==> run_1/metal_stack.png <==
Drawn at 4 px/um. Only two layers are drawn.
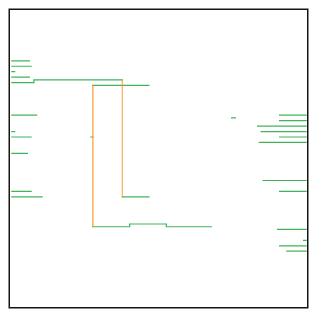
==> run_1/gate_families.png <==
Drawn at 6 px/um.
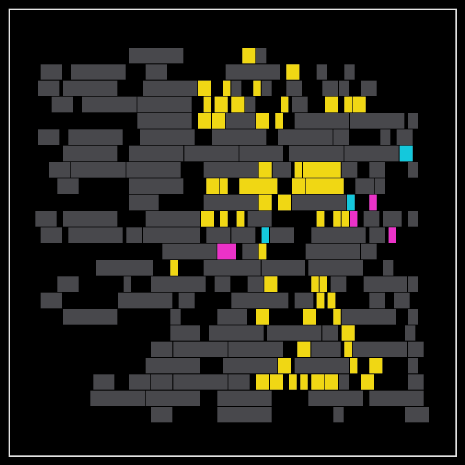
==> run_1/zoom.png <==
Window x 22 to 52, y 37 to 67 um. Cells in gray, sequential cells in the stronger gray; small squares are vias.
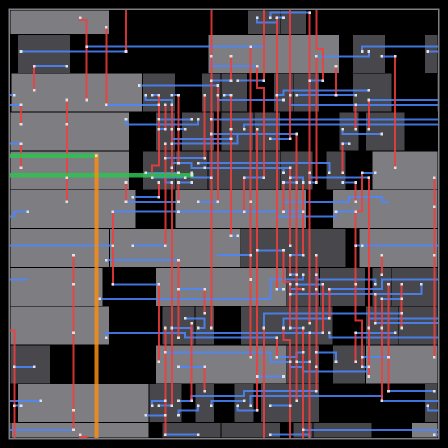
## config.mk

```make
export PLATFORM = sky130hd
export DESIGN_NAME = switch_input_latch_flat
export DESIGN_NICKNAME = d
export VERILOG_FILES = /design/src/rtl/switch_input_latch_if.sv /design/src/rtl/switch_input_latch.sv /design/src/flat_wrapper.sv
export SDC_FILE = /design/constraint.sdc
export NUM_CORES = 1
export LEC_CHECK = 0
export ABC_AREA = 1
export CAP_MARGIN = 40
export CORE_MARGIN = 4
export CORE_UTILIZATION = 40
export CTS_CLUSTER_SIZE = 28
export DETAILED_ROUTE_END_ITERATION = 7
export PLACE_DENSITY_LB_ADDON = 0.15
export SETUP_SLACK_MARGIN = 0.4
export SLEW_MARGIN = 20
export SYNTH_ARGS = -nofsm -noshare
export SYNTH_HDL_FRONTEND = slang
export SYNTH_SLANG_ARGS = --single-unit
```

## constraint.sdc

```tcl
create_clock -name clock -period 1 [get_ports clock]
set_input_delay 0.2 -clock clock [delete_from_list [all_inputs] [get_ports clock]]
set_output_delay 0.2 -clock clock [all_outputs]
set_load 0.01 [all_outputs]
```

## src/rtl/switch_input_latch_if.sv

```systemverilog
// Board input bundle between the switch/key pins, the CPU control unit and the
// switch input latch; master = board/CPU side, slave = the latch.
interface switch_input_latch_if #(
  parameter int WIDTH = 16
);
  logic [WIDTH-1:0] switches_raw;
  logic             enter_raw;
  logic             cu_inSignal;
  logic [WIDTH-1:0] switches_out;
  logic             in_valid;
  logic             in_stall;
  logic             overrun;

  modport master (
    output switches_raw, enter_raw, cu_inSignal,
    input  switches_out, in_valid, in_stall, overrun
  );

  modport slave (
    input  switches_raw, enter_raw, cu_inSignal,
    output switches_out, in_valid, in_stall, overrun
  );
endinterface

```

## src/rtl/switch_input_latch.sv

```systemverilog
// Synchronises the slide switches, debounces the enter key (INLATCH_DEBOUNCE_EN)
// and hands one switch snapshot per key press to the CPU with a valid/consume handshake.
module switch_input_latch #(
  parameter int WIDTH           = 16,
  parameter int DEBOUNCE_CYCLES = 1000000,
  parameter int CNT_WIDTH       = 20
) (
  input logic                 clock,
  input logic                 reset,
  switch_input_latch_if.slave bus
);

  typedef enum logic {EMPTY = 1'b0, FULL = 1'b1} state_t;

  if (DEBOUNCE_CYCLES < 2 ||
      longint'(DEBOUNCE_CYCLES) > ((longint'(1) << CNT_WIDTH) - 1)) begin : g_cfg_check
    $error("switch_input_latch: DEBOUNCE_CYCLES out of range for CNT_WIDTH");
  end

  logic             key_p0, key_p1;
  logic [WIDTH-1:0] sw_p0, sw_p1;
  logic             primed, armed;
  logic             deb_level;
  logic             accept;
  logic             press;
  state_t           state, state_nxt;
  logic             valid_c, consume_c, stall_c;
  logic [WIDTH-1:0] snap;
  logic             ovr;

  // Stage p0/p1: two-flop synchronisers; the key idles released (1)
  always_ff @(posedge clock or negedge reset) begin
    if (!reset) begin
      key_p0 <= 1'b1;
      key_p1 <= 1'b1;
      sw_p0  <= '0;
      sw_p1  <= '0;
    end else begin
      key_p0 <= bus.enter_raw;
      key_p1 <= key_p0;
      sw_p0  <= bus.switches_raw;
      sw_p1  <= sw_p0;
    end
  end

  // A key held through reset must be seen released before a press counts;
  // primed keeps the reset-filled synchroniser from arming on the first edge.
  always_ff @(posedge clock or negedge reset) begin
    if (!reset) begin
      primed <= 1'b0;
      armed  <= 1'b0;
    end else begin
      primed <= 1'b1;
      if (primed && key_p0 && key_p1)
        armed <= 1'b1;
    end
  end

`ifdef INLATCH_DEBOUNCE_EN
  localparam logic [CNT_WIDTH-1:0] TERM = CNT_WIDTH'(DEBOUNCE_CYCLES - 1);

  logic [CNT_WIDTH-1:0] cnt;

  assign accept = (key_p1 != deb_level) && (cnt == TERM);

  always_ff @(posedge clock or negedge reset) begin
    if (!reset) begin
      cnt       <= '0;
      deb_level <= 1'b1;
    end else if (key_p1 == deb_level) begin
      cnt <= '0;
    end else if (accept) begin
      cnt       <= '0;
      deb_level <= key_p1;
    end else begin
      cnt <= cnt + CNT_WIDTH'(1);
    end
  end
`else
  assign accept = (key_p1 != deb_level);

  always_ff @(posedge clock or negedge reset) begin
    if (!reset) deb_level <= 1'b1;
    else        deb_level <= key_p1;
  end
`endif

  // Only the 1->0 acceptance is a press; releases are silently absorbed
  assign press = accept & ~key_p1 & armed;

  always_ff @(posedge clock or negedge reset) begin
    if (!reset) state <= EMPTY;
    else        state <= state_nxt;
  end

  always_comb begin
    state_nxt = state;
    case (state)
      EMPTY:   if (press) state_nxt = FULL;
      FULL:    if (consume_c && !press) state_nxt = EMPTY;
      default: state_nxt = EMPTY;
    endcase
  end

  always_comb begin
    valid_c   = (state == FULL);
    consume_c = bus.cu_inSignal & valid_c;
    stall_c   = bus.cu_inSignal & ~valid_c;
  end

  // A press that coincides with a consume is not an overrun: the CPU got the old value
  always_ff @(posedge clock or negedge reset) begin
    if (!reset) begin
      snap <= '0;
      ovr  <= 1'b0;
    end else if (press) begin
      snap <= sw_p1;
      if (valid_c && !consume_c)
        ovr <= 1'b1;
    end
  end

  assign bus.switches_out = snap;
  assign bus.in_valid     = valid_c;
  assign bus.in_stall     = stall_c;
  assign bus.overrun      = ovr;

endmodule

```

## src/flat_wrapper.sv

```systemverilog
// flat-port wrapper written by rule: the top's interface ports become plain ports
module switch_input_latch_flat 
#(
  parameter int WIDTH           = 16,
  parameter int DEBOUNCE_CYCLES = 1000000,
  parameter int CNT_WIDTH       = 20
)
  (clock, reset, bus_switches_raw, bus_enter_raw, bus_cu_inSignal, bus_switches_out, bus_in_valid, bus_in_stall, bus_overrun);
  switch_input_latch_if #(.WIDTH(WIDTH)) bus_i ();
  input logic clock;
  input logic reset;
  input wire logic [$bits(bus_i.switches_raw)-1:0] bus_switches_raw;
  input wire logic [$bits(bus_i.enter_raw)-1:0] bus_enter_raw;
  input wire logic [$bits(bus_i.cu_inSignal)-1:0] bus_cu_inSignal;
  output wire logic [$bits(bus_i.switches_out)-1:0] bus_switches_out;
  output wire logic [$bits(bus_i.in_valid)-1:0] bus_in_valid;
  output wire logic [$bits(bus_i.in_stall)-1:0] bus_in_stall;
  output wire logic [$bits(bus_i.overrun)-1:0] bus_overrun;
  assign bus_i.switches_raw = bus_switches_raw;
  assign bus_i.enter_raw = bus_enter_raw;
  assign bus_i.cu_inSignal = bus_cu_inSignal;
  assign bus_switches_out = bus_i.switches_out;
  assign bus_in_valid = bus_i.in_valid;
  assign bus_in_stall = bus_i.in_stall;
  assign bus_overrun = bus_i.overrun;
  switch_input_latch #(.WIDTH(WIDTH), .DEBOUNCE_CYCLES(DEBOUNCE_CYCLES), .CNT_WIDTH(CNT_WIDTH)) u_core (.clock(clock), .reset(reset), .bus(bus_i));
endmodule
```

==> notes.md, run 1 <==
Summary of the current implementation state.

- After detailed routing, the total wire length is 3164 um.
- The area of the synthesized netlist per yosys stat is 0.001755 sq mm, for reference.
- The largest family of logic cells by area is simple AND/OR/NAND/NOR gates, for reference.
- The share of total power dissipated in the clock network is 0.271.
- The vertical extent of the die is 74.25 um, for reference.
- The tree built by TritonCTS fans out to 55 sinks.
- The share of async-settable or async-resettable flops after synthesis is 1.000, for reference.
- The multi-input logic portion of the cell area is 0.1432, for reference.
- The number of placed instances with taps included is 222, for reference.
- In this run, synthesis inferred 0 flip-flops with an integrated enable.
- The wire-length estimate of the detail-placed layout is 2119 um.
- The met3 demand-to-capacity share in global routing is 0.05135, for reference.
- Per the OpenROAD power report, leakage power amounts to 0.001210 uW.
- The synthesis-to-layout area growth is 39.84%, for reference.
- The post-synthesis share of cell area spent on and-or and or-and gates is 0.007128, for reference.
- The relative contribution of combinational cells to total power is 0.156, for reference.
- The commonest register cell is sky130_fd_sc_hd__dfrtp_1.
- In the post-synthesis netlist, the biggest area contributors are sky130_fd_sc_hd__dfrtp_1, sky130_fd_sc_hd__nand2_1, sky130_fd_sc_hd__nand4_1.
- The region available for standard cell placement spans 0.004115 sq mm.
- The number of signal-net inverters in the final layout is 4, for reference.
- For reference, the mux area share after synthesis is 0.
- The final net count is 213, for reference.
- The tool warning count is 31, for reference.
- In this run, the synthesized area fraction spent on and/or/nand/nor cells is recorded as 0.1518.
- The wire length of the first global-routing pass is 5223 um, for reference.
- The number of antenna violations at the first check in global routing is 0, for reference.
- In this run the critical path is formed by nand3_4 > nand2_1 > nand2_1.
- The run finished, with violations left.
- The final critical-path setup slack is -0.1419 ns, for reference.
- In this run, power in combinational logic comes to 682 uW.
- The area of all sequential standard cells is 0.001381 sq mm, for reference.
- Counting plain and timing-repair buffers in the layout gives 66.
- The sequential cell power is 2500 uW, for reference.
- The net switching power in the latest report is 1075 uW.
- The final-layout setup total negative slack is -2.597 ns, for reference.
- By area, the class that comes first in the final layout consists of registers.
- Leaving out filler cells and counting taps, the final layout contains 244.
- According to the floorplan report, the total die area is 0.005512 sq mm.
- The switching portion of total power is 0.2462, for reference.
- The post-cts sizing count is 87, for reference.
- The checks that failed: negative hold slack, negative setup slack.
- Setup slack on the worst path after placement came out at -0.5696 ns.
- The critical path data required time is 1.20 ns, for reference.
- The fraction of the yosys area taken by sequential cells is 0.7862, for reference.
- The maximum clock insertion buffer count is 2, for reference.
- The worst clock skew on the final layout is 0.006685 ns, for reference.
- sky130_fd_sc_hd__dfrtp_1 is the most common cell in the netlist.
- The detailed router's first-iteration violation count is 58, for reference.
- TritonCTS built the clock tree.
- The clock transition at the register clock pins on the worst setup and hold paths after CTS is 0.09 ns, for reference.
- The power of the clock network is 1190 uW, for reference.
- The data arrival time at the worst-slack endpoint is 1.34 ns, for reference.
- The timing endpoint of the critical path is u_core.bus.switches_out[14]$_DFFE_PN0P_, for reference.
- The design draws 4369 uW.
- Per the skew report, the later register of the worst-skew pair sees a clock latency of 0.30 ns.
- Measured in cells, the most critical reg-to-reg path has a length of 3.
- The post-route DRC violation count is 0, for reference.
- The total internal power is 3293 uW, for reference.
- Per the summary, power density relative to cell area is 1780 mW/mm^2.
- The initial utilization of the core area, before any placement, comes to 0.4266.
- The global-route total usage across every layer is 0.1324, for reference.
- Post-CTS timing repair inserted 6 buffers for setup.
- The net count after synthesis is 144.
- The count of sequential standard cells is 55, for reference.
- By count the netlist is led by sky130_fd_sc_hd__dfrtp_1, sky130_fd_sc_hd__nand2_1, sky130_fd_sc_hd__nand4_1.
- The number of instances in the synthesized netlist is 124, for reference.
- The largest individual stage delay along the critical path comes from the cell sky130_fd_sc_hd__dfstp_2.
- The final cycle utilization of the critical path is 1.142, for reference.
- The critical path maximum fanout is 8.
- The critical register-to-register path endpoint is u_core.bus.switches_out[14]$_DFFE_PN0P_, for reference.
- Of all the cell area in the finished design, the clock network holds 0.03721.
- The most common logic cells in the final layout are sky130_fd_sc_hd__dfrtp_1, sky130_fd_sc_hd__nand2_1, sky130_fd_sc_hd__buf_4.
- The routability congestion estimate from global placement is 0.7293, for reference.
- Across all hold checks on the routed design, the worst slack comes to -0.2525 ns.
- The share of the core filled with cells in the final layout is 0.5965, for reference.
- The vias after detailed routing is 1105, for reference.
- Looking at the group totals, the largest power group turns out to be registers.
- The kind of end point of the critical path is a flop, for reference.
- The combined area of the multi-input logic cells is 351.6 sq um, for reference.
- Per the finish-stage timing summary, setup violations number 37.
- The detailed-route wire length on metal 1 is 1348 um, for reference.
- The peak-usage layer in the global routing report is met2, for reference.
- CTS built an H-tree with a depth of 2.
- For this floorplan the total number of well-tap instances is 50.
- After detailed routing, the average wire length per cell comes to 12.97 um.
- The synthesized area per cell is 14.16 sq um, for reference.
- Per the synthesis report, the adder-cell share of the synthesized area is 0.
- The cell area after layout is 0.002455 sq mm, for reference.
- The path type of the worst min-delay path is in2async, for reference.
- Per the layout area report, the sequential fraction of cell area is 0.5627.
- Per STA, the library cell used most along the worst path is sky130_fd_sc_hd__nand2_1.
- The number of cells in Yosys stat is 124, for reference.
- The met2 usage is 0.1969, for reference.
- The cell area after synthesis is 0.001755 sq mm, for reference.
- The largest area contributor in the netlist is sky130_fd_sc_hd__dfrtp_1, for reference.
- For this run, combinational gates with multiple inputs come to 61.
- The TritonCTS buffer count is 5, for reference.
- The highest signal layer in the routed design is met4, for reference.
- The number of global-route vias before repair was 1112.
- Setup repair after global routing could not meet its margin everywhere.
- Summed over all layers, the global routing overflow is 0.
- The number of routed nets with antenna violations is 0, for reference.
- The worst setup slack for register-to-register paths is -0.14 ns, for reference.
- The startpoint type of the worst setup path is a flop, for reference.
- The most frequent logic cell in the layout is sky130_fd_sc_hd__dfrtp_1, for reference.
- The vias per cell is 4.529, for reference.
- In the final report, the number of hold violations comes to 7.
- The sum of buffers and inverters on the critical path is 0, for reference.
- The critical path is of the reg2reg type.
- The achievable frequency is 875.7 MHz, for reference.
- The warning count from the yosys run is 0, for reference.
- The routed design uses 215 um of met3 wire.
- The root buffer cell chosen for the clock tree is sky130_fd_sc_hd__clkbuf_8.
- 39 I/O pins were placed.
- STA lists the startpoint of the worst register-to-register path as u_core.deb_level$_DFF_PN1_.
- The share of total power in sequential cells is 0.573, for reference.
- The STA report counts the stages on the worst setup path as 3.
- The floorplan has 23 rows.
- According to the timing report, the critical path is launched from u_core.deb_level$_DFF_PN1_.
- Per the final layout report, the fraction of cells sized above drive strength 1 comes to 0.4021.
- The die is 74.25 um wide.
- The number of flip-flops and latches in the synthesized netlist is 55, for reference.
- The largest net degree at the start of global routing is 26, for reference.
- In this run the maximum-capacitance check reported violations numbering 0.
- Before antenna repair, the detailed router went through 4 iterations.
- The placed instances occupy a cell area of 0.002278 sq mm.
- The number of antenna cells inserted is 0, for reference.
- Wire segments on met2 add up to 1535 um in the final route.
- The filler cell count in the final layout is 349, for reference.
- Counting I/O delays and the setup requirement, the final critical path takes 1.142 ns.
- Per the synthesis report, the XOR/XNOR share of the synthesized area is 0.
- The family of cells with the greatest summed delay on the critical path is flip-flops, for reference.
- The clock buffer count is 5, for reference.
- The final max-slew violation count recorded for this run is 0.
- The share of synthesized area in the top cell type comes to 0.7413.
- Per the final report, the share of cell area in non-clock buffers is 0.2232.
- The worst-case vdd ir drop is 0.8768 mV, for reference.
- met1 track demand over resource after global routing is 0.1680.
- The biggest cell delay along the critical path is 0.70 ns, for reference.
- In the Yosys stats the netlist draws on 14 distinct library cells.
## Picture notes: metal_stack.png
- met4: orange (wire length 64.6 um)
- met3: green (wire length 216 um)

## Picture notes: gate_families.png
- inverters: magenta (cells 4; where east)
- NOR gates: cyan (cells 3)
- NAND gates: yellow (cells 55)

## Picture notes: zoom.png
- met3: green
- met2: red
- met1: blue
- met4: orange
- most frequent: dfrtp_1 (18), nand2_1 (10), nand4_1 (9)
- cells with their middle in the window: 57
- netlist names of flops here include: u_core.sw_p1 (9), u_core.bus.switches_out (8)
- sequential cells in the window: 18

==> run 2: changes to the inputs <==
Settings changed: SLEW_MARGIN 20 to default.
==> run_2/final_congestion.png <==
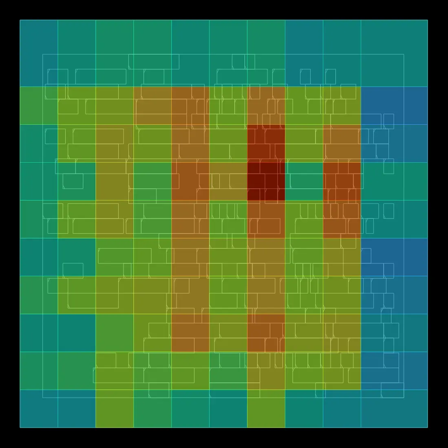
global-route track usage on met3: 0.05135
per-cell routed wire length: 12.97 um
most used routing layer: met2
Global Route Usage Sum: 0.1324
core occupancy in the finished layout: 0.5965

==> run_2/metal_stack.png <==
Drawn at 4 px/um. Only two layers are drawn.
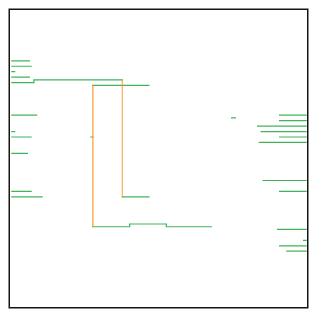
- met4: orange (wire length 64.6 um)
- met3: green (wire length 216 um)

==> run_2/zoom.png <==
Window x 22 to 52, y 37 to 67 um. Cells in gray, sequential cells in the stronger gray; small squares are vias.
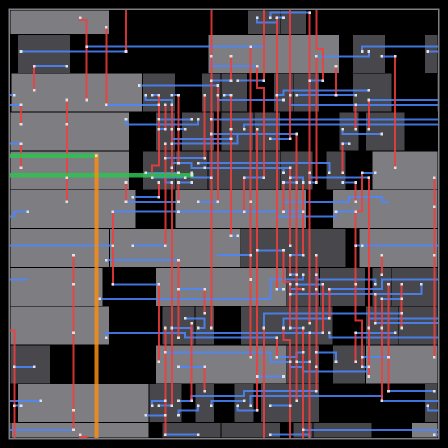
- met1: blue
- met3: green
- met4: orange
- met2: red
- sequential cells in the window: 18
- most frequent: dfrtp_1 (18), nand2_1 (10), nand4_1 (9)
- cells with their middle in the window: 57
- netlist names of flops here include: u_core.sw_p1 (9), u_core.bus.switches_out (8)

==> notes.md, run 2 <==
Summary of the current implementation state.

- For the worst setup path, the data required time is 1.20 ns.
- Of the total power, combinational logic draws 0.156.
- The worst hold margin is -0.2525 ns, for reference.
- Leaving out buffers and inverters, the combinational logic in the layout accounts for 351.6 sq um.
- The post-synthesis simple-gate area fraction is 0.1518, for reference.
- The dominant power group in this design is registers.
- The synthesis report lists the Yosys warning total as 0.
- After the first detailed-routing iteration, the DRC count stood at 58.
- The final reports fail on negative hold slack, negative setup slack.
- The post-route minimum period is 1.142 ns, for reference.
- Per the timing report, the achievable frequency comes out to 875.7 MHz.
- Excluding fillers, the count of instances in the completed layout stands at 244.
- Registers take 0.001381 sq mm.
- Setup repair after global routing could not meet its margin everywhere.
- The total power divided by cell area is 1780 mW/mm^2, for reference.
- The clock transition at the register clock pins on the worst setup and hold paths after CTS is 0.09 ns, for reference.
- The highest layer touched by signal routing is met4.
- By instance count, the leading cell after synthesis is sky130_fd_sc_hd__dfrtp_1.
- The detailed route wirelength on metal3 is 215 um, for reference.
- The HPWL reported at the end of detailed placement is 2119 um, for reference.
- The count of pins over their slew limit is 0, for reference.
- The worst-case vdd ir drop is 0.8768 mV, for reference.
- Per the CTS log, the root buffer master is sky130_fd_sc_hd__clkbuf_8.
- The post-route DRC violation count is 0, for reference.
- The initial utilization of the core area, before any placement, comes to 0.4266.
- The post-synthesis mux area share is 0, for reference.
- The report shows a maximum critical-path fanout of 8.
- Per the post-run analysis, buffers plus inverters along the critical path come to 0.
- The worst setup slack for register-to-register paths is -0.14 ns, for reference.
- The flow ran to the end, but the final reports show violations.
- The power of the clock network is 1190 uW, for reference.
- The cell repeated most along the worst path is sky130_fd_sc_hd__nand2_1, for reference.
- The critical register-to-register path endpoint is u_core.bus.switches_out[14]$_DFFE_PN0P_, for reference.
- The power report attributes to the sequential group a share of 0.573.
- The total clock sinks is 55, for reference.
- Clock buffers in the final layout number 5.
- The arrival time of data at the worst endpoint is listed as 1.34 ns.
- The leading register cell type out of synthesis is sky130_fd_sc_hd__dfrtp_1, for reference.
- The number of antenna cells inserted is 0, for reference.
- The area of the synthesized netlist per yosys stat is 0.001755 sq mm, for reference.
- The filler cell count in the final layout is 349, for reference.
- The layout contains a multi-input combinational cell count of 61.
- The combinational cell power is 682 uW, for reference.
- For this run, the post-layout net count is 213.
- The area fraction of the dominant cell type after synthesis is 0.7413, for reference.
- The critical path starts at u_core.deb_level$_DFF_PN1_.
- Per the OpenROAD floorplan log, the area of the die is 0.005512 sq mm.
- The number of nets produced by synthesis is 144, for reference.
- The buffer count excluding the clock tree in the final layout is 66, for reference.
- The number of flip-flops and latches in the synthesized netlist is 55, for reference.
- The clock latency at the later pin of the worst-skew pair is 0.30 ns, for reference.
- The number of well taps is 50, for reference.
- The detailed-route wire length on metal 1 is 1348 um, for reference.
- Synthesis produced a netlist whose cell count is 124.
- By instance count after routing, the leading logic cell types are sky130_fd_sc_hd__dfrtp_1, sky130_fd_sc_hd__nand2_1, sky130_fd_sc_hd__buf_4.
- In this run the vertical extent of the chip is 74.25 um.
- The largest area contributor in the netlist is sky130_fd_sc_hd__dfrtp_1, for reference.
- Per the synthesis report, the XOR/XNOR share of the synthesized area is 0.
- The path type of the worst min-delay path is in2async, for reference.
- TritonCTS built the clock tree.
- Of all the cell area in the finished design, the clock network holds 0.03721.
- Per the final timing report, the hold violations number 7.
- The kind of end point of the critical path is a flop, for reference.
- Pin placement for this block handled 39 I/O pins.
- The final critical-path setup slack is -0.1419 ns, for reference.
- The last timing report of the flow puts the setup violation total at 37.
- The number of clock buffers added by TritonCTS is 5.
- For reference, the critical path cell chain is nand3_4 > nand2_1 > nand2_1.
- Gates resized during post-CTS repair numbered 87.
==> run 3: changes to the inputs <==
Settings changed: ABC_AREA 1 to default, RECOVER_POWER from default to 25.
==> run_3/zoom.png <==
Window x 21 to 51, y 36 to 66 um. Cells in gray, sequential cells in the stronger gray; small squares are vias.
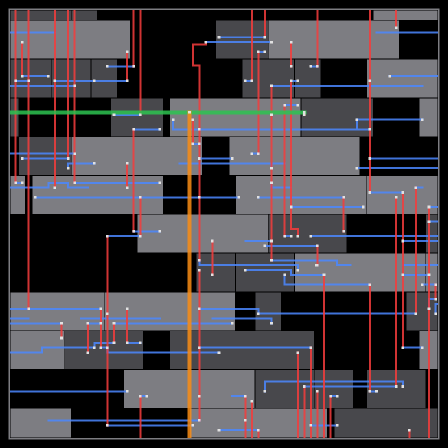
- met2: red
- met3: green
- met1: blue
- met4: orange
- cells with their middle in the window: 34
- most frequent: dfrtp_1 (13), clkdlybuf4s50_1 (4)
- netlist names of flops here include: u_core.bus.switches_out (5), u_core.sw_p0 (4), u_core.sw_p1 (3)
- sequential cells in the window: 15

==> run_3/metal_stack.png <==
Drawn at 4 px/um. Only two layers are drawn.
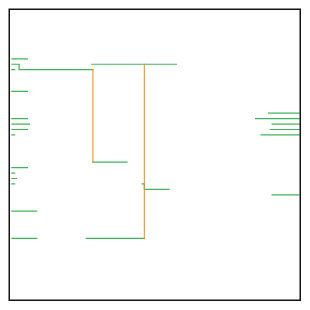
- met4: orange (wire length 66.6 um)
- met3: green (wire length 162 um)

==> run_3/gate_families.png <==
Drawn at 6 px/um.
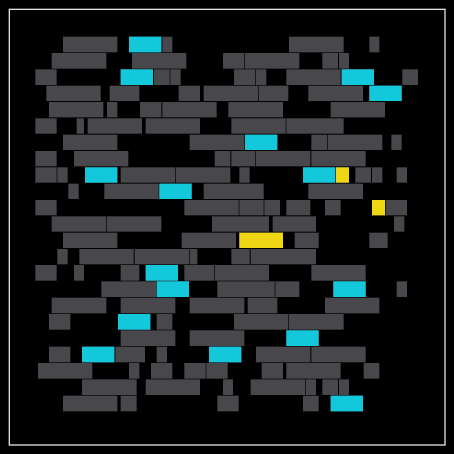
fraction of area in multi-input gates: 0.1292
Top cell excl fill/tap: sky130_fd_sc_hd__dfrtp_1
fin cells: 194

==> notes.md, run 3 <==
Summary of the current implementation state.

- The clock distribution area overhead in the final layout is 0.04823, for reference.
- Measured on the finished design, the core utilization comes to 0.5837.
- After detailed placement, the design holds a cell count of 172.
- The critical path's slowest stage uses the library cell sky130_fd_sc_hd__dfstp_2.
- The area taken by multi-input combinational cells is reported as 301.5 sq um.
- The detailed-router iteration count before antenna repair is 3, for reference.
- The worst setup path is captured at a flop.
- The unique cell type count in the Yosys netlist is 12, for reference.
- Of the total standard cell area in the layout, the sequential portion is 0.5911.
- STA lists the maximum fanout along the critical path as 6.
- The largest area contributor in the netlist is sky130_fd_sc_hd__dfrtp_1, for reference.
- The critical path in this run is classified as reg2reg.
- Overall routing resource usage recorded by global route was 0.1226.
- The synthesized design contains 0 enable-type register cells.
- Among the non-sequential cells, multiplexers take the most area.
- Per the timing report, the most critical flop-to-flop path finishes at u_core.bus.switches_out[5]$_DFFE_PN0P_.
- The detailed route wirelength on metal3 is 162 um, for reference.
- The design has 55 sequential cells.
- The worst hold margin is -0.2074 ns, for reference.
- STA classifies the critical path startpoint as a flop.
- The path class of the tightest hold or removal check is in2async.
- The most common logic cells in the final layout are sky130_fd_sc_hd__dfrtp_1, sky130_fd_sc_hd__buf_2, sky130_fd_sc_hd__clkdlybuf4s50_1.
- Counting endpoints that fail hold in the final report gives 3.
- The final reports fail on negative hold slack, negative setup slack.
- The group that draws the most power in this run is registers.
- Per report_power, the Sequential row totals 2510 uW.
- Per the run summary, max-cap violations total 0.
- The total internal power is 3612 uW, for reference.
- The wire length of the first global-routing pass is 4671 um, for reference.
- For this run, the script counts the antenna cells in the layout as 0.
- The met3 demand-to-capacity share in global routing is 0.04709, for reference.
- The detailed-route wire length on metal 1 is 1150 um, for reference.
- The number of clock buffers added by TritonCTS is 5.
- Of the synthesized area, sequential elements account for 0.8325.
- The final cycle utilization of the critical path is 1.281, for reference.
- The critical path data required time is 1.19 ns, for reference.
- The number of well taps is 50, for reference.
- The number of global-route vias before repair came to 957.
- The clock buffer count is 5, for reference.
- The number of cells in Yosys stat is 79, for reference.
- Dividing the detail-routed via count by the number of cells gives 4.330.
- The non-clock buffer share of cell area is 0.2047, for reference.
- The pre-CTS worst setup slack is -0.5351 ns, for reference.
- The final routed wirelength across all metal layers is 2709 um, for reference.
- During I/O placement, the number of pins put on the boundary was 39.
- Averaged over all synthesized cells, the footprint is 20.99 sq um.
- The cell-mix breakdown from Yosys lists the compound-gate area share as 0.009811.
- Per the log, the first TritonRoute iteration ended with a DRC count of 21.
- Summed over all layers, the global routing overflow is 0.
- Grouping stages by cell kind, the critical path spends the most delay in flip-flops.
- The setup check on the worst reg-to-reg path leaves a slack of -0.28 ns.
- The buffer type at the clock tree root is sky130_fd_sc_hd__clkbuf_8, for reference.
- The sequential cells in the finished layout cover a total of 0.001380 sq mm.
- In this run the deepest clock path goes through 2 buffers.
- The tool warning count is 31, for reference.
- The area of the synthesized netlist per yosys stat is 0.001658 sq mm, for reference.
- The highest signal layer in the routed design is met4, for reference.
- The floorplan core density is 0.4145, for reference.
- Ranked by total cell area, the synthesized netlist is headed by sky130_fd_sc_hd__dfrtp_1, sky130_fd_sc_hd__mux2_4, sky130_fd_sc_hd__mux2_2.
- The power of the clock network is 1430 uW, for reference.
- In the final design database the tool counted 163 nets.
- The met1 usage is 0.1548, for reference.
- The post-place instance area is 0.002157 sq mm, for reference.
- Of the post-synthesis cell area, the part taken by muxes is 0.1268.
- The final setup violation count is 39, for reference.
- RePlAce ended its routability-driven mode at a weighted congestion of 0.7380.
- Per the OpenROAD floorplan log, the area of the die is 0.005239 sq mm.
- The data arrival time at the worst-slack endpoint is 1.47 ns, for reference.
- The met2 usage is 0.1850, for reference.
- The switching portion of total power is 0.2216, for reference.
- The routed length per instance is 13.96 um, for reference.
- The post-synth register bit count is 55.
- The multi-input gate count is 23, for reference.
- Setup repair after global routing could not meet its margin everywhere.
- The peak-usage layer in the global routing report is met2, for reference.
- The cell area after synthesis is 0.001658 sq mm, for reference.
- The most critical setup path has its startpoint at u_core.deb_level$_DFF_PN1_.
- For this design the total switching power over the nets is 1029 uW.
- The share of total power dissipated in the clock network is 0.308.
- The H-tree generated during clock tree synthesis spans 2 levels.
- The total clock sinks is 55, for reference.
- The worst clock skew on the final layout is 0.01091 ns, for reference.
- In the final layout, excluding clock inverters the inverter count is 0.
- The number of post-CTS setup repair buffers is 8, for reference.
- The cell area after layout is 0.002335 sq mm, for reference.
- Per the final layout report, the fraction of cells sized above drive strength 1 comes to 0.4861.
- The largest net degree at the start of global routing is 30, for reference.
- The synthesis report lists the Yosys warning total as 0.
- The filler cell count in the final layout is 308, for reference.
- The largest cell class by area is registers.
- The post-route minimum period is 1.281 ns, for reference.
- The synthesis-to-layout area growth is 40.83%, for reference.
- Walking the critical path from launch to capture passes 3 cell instances.
- The number of routed nets with antenna violations is 0, for reference.
- The met2 wire length is 1330 um, for reference.
- The total of buffers placed on input and output ports is 38, for reference.
- In this run, power in combinational logic comes to 696 uW.
- The count of pins over their slew limit is 0, for reference.
- In this build the clock could be raised as far as 780.8 MHz.
- In this run, the synthesized area fraction spent on and/or/nand/nor cells is recorded as 0.02189.
- In the placement report, post-DP HPWL is listed as 1740 um.
- Looking at the worst setup and hold paths, the clock pins of their registers show a slew of 0.10 ns.
- The number of instances in the synthesized netlist is 79, for reference.
- TritonCTS built the clock tree.
- The worst register-to-register path begins at u_core.deb_level$_DFF_PN1_.
- Sorting the synthesis cell report by count puts at the top sky130_fd_sc_hd__dfrtp_1.
- The total power divided by cell area is 1988 mW/mm^2, for reference.
- The power report attributes to the combinational group a share of 0.150.
- The run finished, with violations left.
- The script reports the combined buffer and inverter count of the critical path as 1.
- The share of synthesized area in the top cell type comes to 0.7849.
- Per the OpenROAD floorplan log, the height of the die is 72.38 um.
- The leakage power total is 0.001124 uW, for reference.
- The design draws 4641 uW.
- The cell sequence reported for the critical path is nand3b_4 > buf_12 > mux2_4.
- The remaining max-slew budget at the tightest pin is 0.5955, for reference.
- The most critical setup path has its endpoint at u_core.bus.switches_out[5]$_DFFE_PN0P_.
- After clock tree synthesis, the repair step resized 91 gates.
- The post-route DRC violation count is 0, for reference.
- The commonest cells after synthesis are sky130_fd_sc_hd__dfrtp_1, sky130_fd_sc_hd__mux2_2, sky130_fd_sc_hd__mux2_4.
- Per the synthesis report, the adder-cell share of the synthesized area is 0.
- Synthesis produced a netlist with a net count of 99.
- The leading register cell type out of synthesis is sky130_fd_sc_hd__dfrtp_1, for reference.
- Across all setup checks in the final design, the least slack found is -0.2807 ns.
- The worst-case vdd ir drop is 1.197 mV, for reference.
- The routed layout has 840 vias.
- The worst register-to-register path has a depth of 3.
- The plain and repair buffers instantiated in the layout total 58.
- The number of antenna violations at the first check in global routing came to 0.
- Of all flip-flops after synthesis, the portion carrying an async set or reset was 1.000.
- The longest incremental delay of any stage on the critical path is reported as 0.57 ns.
- For reference, the placement row count at floorplan is 23.
- The area of the core region is 0.004000 sq mm, for reference.
- The clock latency at the later pin of the worst-skew pair is 0.31 ns, for reference.
- The final-layout setup total negative slack is -5.479 ns, for reference.
- Of the total power, registers draw 0.542.
- The post-synthesis share of cell area spent on xor and xnor gates is 0, for reference.
- The horizontal die dimension reported for this design is 72.38 um.

==> screenshots <==
Met1 routing.
Drawn at 4 px/um. Supply wires on this layer in gray.
(a)
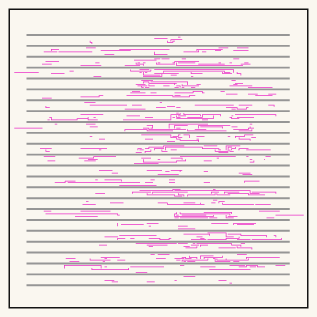
(b)
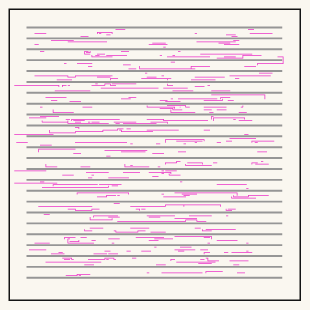
run 3 -> (b)
run 1 -> (a)

Key to (b):
- nets with wire on the layer: 141
- longest straight run: 17.0 um
- main direction: horizontal

Power figures rest on the tool's default switching activity, not on a simulated workload.
